registers.png
Scale bar: 50 µm. Other cells in gray.
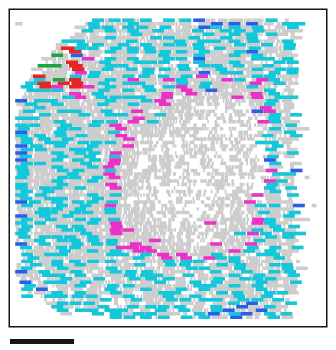
final_congestion.png
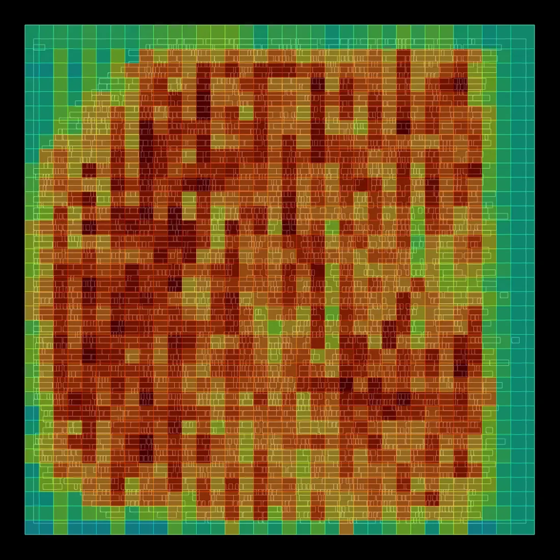
met4.png
Scale bar: 50 µm.
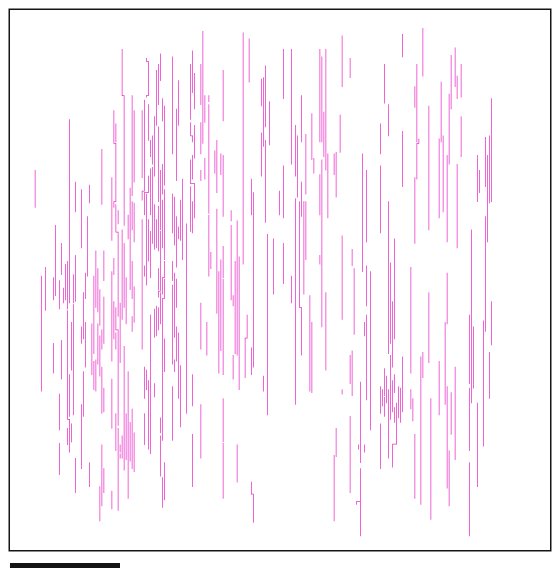
**src/rtl/pm_pkg.sv**
```systemverilog
// Shared definitions for the pipelined_main processor: opcodes, instruction
// field positions, the ID/EX pipeline record and the default program image.
package pm_pkg;

  localparam int DATA_W = 32;

  localparam logic [5:0] OP_NOP = 6'd0;
  localparam logic [5:0] OP_ADD = 6'd1;
  localparam logic [5:0] OP_SUB = 6'd2;
  localparam logic [5:0] OP_AND = 6'd3;
  localparam logic [5:0] OP_OR  = 6'd4;
  localparam logic [5:0] OP_XOR = 6'd5;
  localparam logic [5:0] OP_SLT = 6'd6;
  localparam logic [5:0] OP_SLL = 6'd7;

  localparam int OPC_HI = 31;
  localparam int OPC_LO = 26;
  localparam int RD_HI  = 25;
  localparam int RD_LO  = 21;
  localparam int RS1_HI = 20;
  localparam int RS1_LO = 16;
  localparam int RS2_HI = 15;
  localparam int RS2_LO = 11;

  typedef struct packed {
    logic [5:0]        opcode;
    logic [4:0]        rd;
    logic [DATA_W-1:0] op_a;
    logic [DATA_W-1:0] op_b;
  } idex_t;

  // Opcodes 1..7 do real work; everything else behaves as a NOP.
  function automatic logic is_active(input logic [5:0] opcode);
    return (opcode >= OP_ADD) && (opcode <= OP_SLL);
  endfunction

  function automatic logic [31:0] enc(input logic [5:0] op, input logic [4:0] rd,
                                      input logic [4:0] rs1, input logic [4:0] rs2);
    return {op, rd, rs1, rs2, 11'd0};
  endfunction

  // Word 0 sits in the least significant 32 bits.
  localparam logic [16*DATA_W-1:0] DEFAULT_ROM = {
    {10{32'd0}},
    enc(OP_SLT, 5'd15, 5'd1,  5'd2),
    enc(OP_XOR, 5'd14, 5'd13, 5'd7),
    enc(OP_AND, 5'd13, 5'd12, 5'd5),
    enc(OP_OR,  5'd12, 5'd4,  5'd8),
    enc(OP_SUB, 5'd11, 5'd10, 5'd3),
    enc(OP_ADD, 5'd10, 5'd1,  5'd2)
  };

endpackage

```
**src/rtl/pipelined_main_alu.sv**
```systemverilog
// Purely combinational ALU for the EX/WB stage.
module pm_alu
  import pm_pkg::*;
(
  input  logic [5:0]        opcode,
  input  logic [DATA_W-1:0] a,
  input  logic [DATA_W-1:0] b,
  output logic [DATA_W-1:0] result
);

  // Select the operation; undefined opcodes yield 0 but are never committed.
  always_comb begin
    result = '0;
    case (opcode)
      OP_ADD:  result = a + b;
      OP_SUB:  result = a - b;
      OP_AND:  result = a & b;
      OP_OR:   result = a | b;
      OP_XOR:  result = a ^ b;
      OP_SLT:  result = ($signed(a) < $signed(b)) ? DATA_W'(1) : '0;
      OP_SLL:  result = a << b[4:0];
      default: result = '0;
    endcase
  end

endmodule

```
**src/rtl/pipelined_main.sv**
```systemverilog
// Three-stage in-order processor (IF, ID, EX/WB) with an internal ROM, a
// 32-entry register file and EX->ID forwarding. Only the last committed
// result is visible, on ALU_output.
module pipelined_main
  import pm_pkg::*;
#(
  parameter int IMEM_DEPTH = 16,
  parameter int REG_COUNT  = 32,
  parameter logic [IMEM_DEPTH*DATA_W-1:0] ROM_IMAGE = DEFAULT_ROM
) (
  input  logic              clk,
  input  logic              reset,
  output logic [DATA_W-1:0] ALU_output
);

  localparam int PC_W = (IMEM_DEPTH > 1) ? $clog2(IMEM_DEPTH) : 1;

  logic [PC_W-1:0]   pc_reg;
  logic [31:0]       ifid_reg;
  idex_t             idex_reg;
  logic [DATA_W-1:0] alu_out_reg;
  logic [DATA_W-1:0] rf_reg [REG_COUNT];
  logic [31:0]       imem [IMEM_DEPTH];

  logic [5:0]        id_opcode;
  logic [4:0]        id_rd, id_rs1, id_rs2;
  logic [DATA_W-1:0] id_a, id_b;
  logic [DATA_W-1:0] alu_result;
  logic              ex_active;
  logic              ex_writes;
  logic              unused_low_bits;

  // ROM image unpacked into addressable words.
  generate
    for (genvar gi = 0; gi < IMEM_DEPTH; gi++) begin : g_rom
      assign imem[gi] = ROM_IMAGE[gi*DATA_W +: DATA_W];
    end
  endgenerate

  assign id_opcode       = ifid_reg[OPC_HI:OPC_LO];
  assign id_rd           = ifid_reg[RD_HI:RD_LO];
  assign id_rs1          = ifid_reg[RS1_HI:RS1_LO];
  assign id_rs2          = ifid_reg[RS2_HI:RS2_LO];
  assign unused_low_bits = ^ifid_reg[RS2_LO-1:0];

  assign ex_active = is_active(idex_reg.opcode);
  assign ex_writes = ex_active && (idex_reg.rd != 5'd0);

  // Operand fetch with forwarding of the result being committed this cycle.
  always_comb begin
    id_a = (id_rs1 == 5'd0) ? '0 : rf_reg[id_rs1];
    id_b = (id_rs2 == 5'd0) ? '0 : rf_reg[id_rs2];
    if (ex_writes && (idex_reg.rd == id_rs1)) id_a = alu_result;
    if (ex_writes && (idex_reg.rd == id_rs2)) id_b = alu_result;
  end

  pm_alu u_alu (
    .opcode (idex_reg.opcode),
    .a      (idex_reg.op_a),
    .b      (idex_reg.op_b),
    .result (alu_result)
  );

  // IF and ID stages: fetch, advance PC with wrap, latch decoded record.
  always_ff @(posedge clk or negedge reset) begin
    if (!reset) begin
      pc_reg   <= '0;
      ifid_reg <= '0;
      idex_reg <= '0;
    end else begin
      ifid_reg <= imem[pc_reg];
      pc_reg   <= (pc_reg == PC_W'(IMEM_DEPTH - 1)) ? '0 : pc_reg + 1'b1;
      idex_reg <= '{opcode: id_opcode, rd: id_rd, op_a: id_a, op_b: id_b};
    end
  end

  // EX/WB commit: visible result updates on every real instruction.
  always_ff @(posedge clk or negedge reset) begin
    if (!reset) alu_out_reg <= '0;
    else if (ex_active) alu_out_reg <= alu_result;
  end

  // Register file write-back; r0 is never written so it stays 0.
  always_ff @(posedge clk or negedge reset) begin
    if (!reset) begin
      for (int i = 0; i < REG_COUNT; i++) rf_reg[i] <= DATA_W'(i);
    end else if (ex_writes) begin
      rf_reg[idex_reg.rd] <= alu_result;
    end
  end

  assign ALU_output = alu_out_reg;

endmodule

```
**config.mk**
```make
export PLATFORM = sky130hd
export DESIGN_NAME = pipelined_main
export DESIGN_NICKNAME = d
export VERILOG_FILES = /design/src/rtl/pm_pkg.sv /design/src/rtl/pipelined_main_alu.sv /design/src/rtl/pipelined_main.sv
export SDC_FILE = /design/constraint.sdc
export NUM_CORES = 2
export LEC_CHECK = 0
export ABC_CLOCK_PERIOD_IN_PS = 10390
export CAP_MARGIN = 20
export CORE_MARGIN = 4
export CORE_UTILIZATION = 65
export CTS_CLUSTER_DIAMETER = 40
export DETAILED_ROUTE_END_ITERATION = 16
export PLACE_DENSITY = 0.91
export SYNTH_ARGS = -nofsm -noshare
export SYNTH_HDL_FRONTEND = slang
export SYNTH_SLANG_ARGS = --single-unit
```
**constraint.sdc**
```tcl
create_clock -name clk -period 10.39 [get_ports clk]
set_clock_uncertainty 0.05 [all_clocks]
set_input_delay 2.078 -clock clk [delete_from_list [all_inputs] [get_ports clk]]
set_output_delay 2.078 -clock clk [all_outputs]
set_load 0.005 [all_outputs]
```
==> impl_metrics.csv <==
group,metric,value,unit
worst_setup_path,required,10780,ps
synth,netlist_instances,3496,
routing,vias_per_cell,7.46,
placement,dp_slack,5120,ps
cells_and_area,fin_area,40500,µm²
floorplan,fp.dieW,246,µm
worst_setup_path,max_stage_delay,890,ps
worst_setup_path,rrSetupSlack,5110,ps
floorplan,rows,86,
clock_network,cts.clk_slew.worst_paths,60,ps
synth,top_cells_by_count,"nand2_1 (665), dfrtp_1 (598), o21ai_0 (465)",
power,total_power,5690,µW
cells_and_area,logic_gate_count,2380,
placement,place.gp.congestion,1.09,
cells_and_area,seq_area_share,39.1,%
hold_path,hold_end,"idex_reg[66]$_DFF_PN0_",
sta,timing.final.crit_period,5280,ps
cells_and_area,biggestCellCategory,"combinational gates",
sta,whs,290,ps
routing,route.vias.total,31200,
synth,yosys_warnings,0,
run_status,status,"complete, no violations",
routing,drc,0,
routing,wirelength,119000,µm
sta,finalSetupViolations,0,
clock_network,cts_tree,"yes",
worst_setup_path,path_depth,12,
routing,drt_first_iter_violations,4625,
sta,hold_viol_final,0,
global_routing,grt_usage,40.1,%
floorplan,chip_area,60500,µm²
cells_and_area,fin_util,72.8,%
worst_setup_path,critPathCapture,"rf_reg[763]$_DFFE_PN0P_",
sta,worst_pin_slew,1120,ps
synth,synth_nets,3611,
sta,grt_setup_unrepaired,"no",
sta,slew_headroom,25.2,%
floorplan,core,55600,µm²
sta,setup_ws,5110,ps
## Picture notes: registers.png
`ALU_output`: in blue, flops 32, where all over the die. `rf_reg`: in cyan, flops 512, where all over the die. `idex_reg`: in magenta, flops 70. `ifid_reg`: in red, flops 12, where upper left. `pc_reg`: in green, flops 4, where upper left.

## Picture notes: final_congestion.png
routing usage on met2: 61.3%
WL/cell: 28.5 µm
GR Util met3: 11.1%
GRT met1 Usage: 51.1%

## Picture notes: met4.png
The wires run mostly vertical. 200 nets have wire on it. The layer holds 7.3% of the routed length. The layer carries 8,720 µm of wire.

[cell families (layout without fill, tap and decap cells)]
family	Yosys count	after routing	synth area share, %
AOI/OAI and AO/OA	947	947	15.3
and+or+nand+nor	917	917	10.3
DFF	630	630	42.9
buffers and inverters	486	418	5.23
muxes	385	385	22.0
adders and majority gates	113	113	3.88
xor gates and xnor gates	18	18	0.428
[routing by layer]
layer / GRT usage, % / vias to the layer above / part of all wire [%]
met5: 0 / - / 0
met4: 25.3 / 0 / 7.3
met3: 11.1 / 779 / 13
met2: 61.3 / 2735 / 46
met1: 51.1 / 15200 / 34
li1: - / 12400 / -
[where the power goes]
part	internal (µW)	leakage, µW	switching, µW
logic	2.68	0.00645	46.5
clock network	1960	0.00152	1220
registers	2450	0.00866	0
Power and IR drop assume default switching activity.
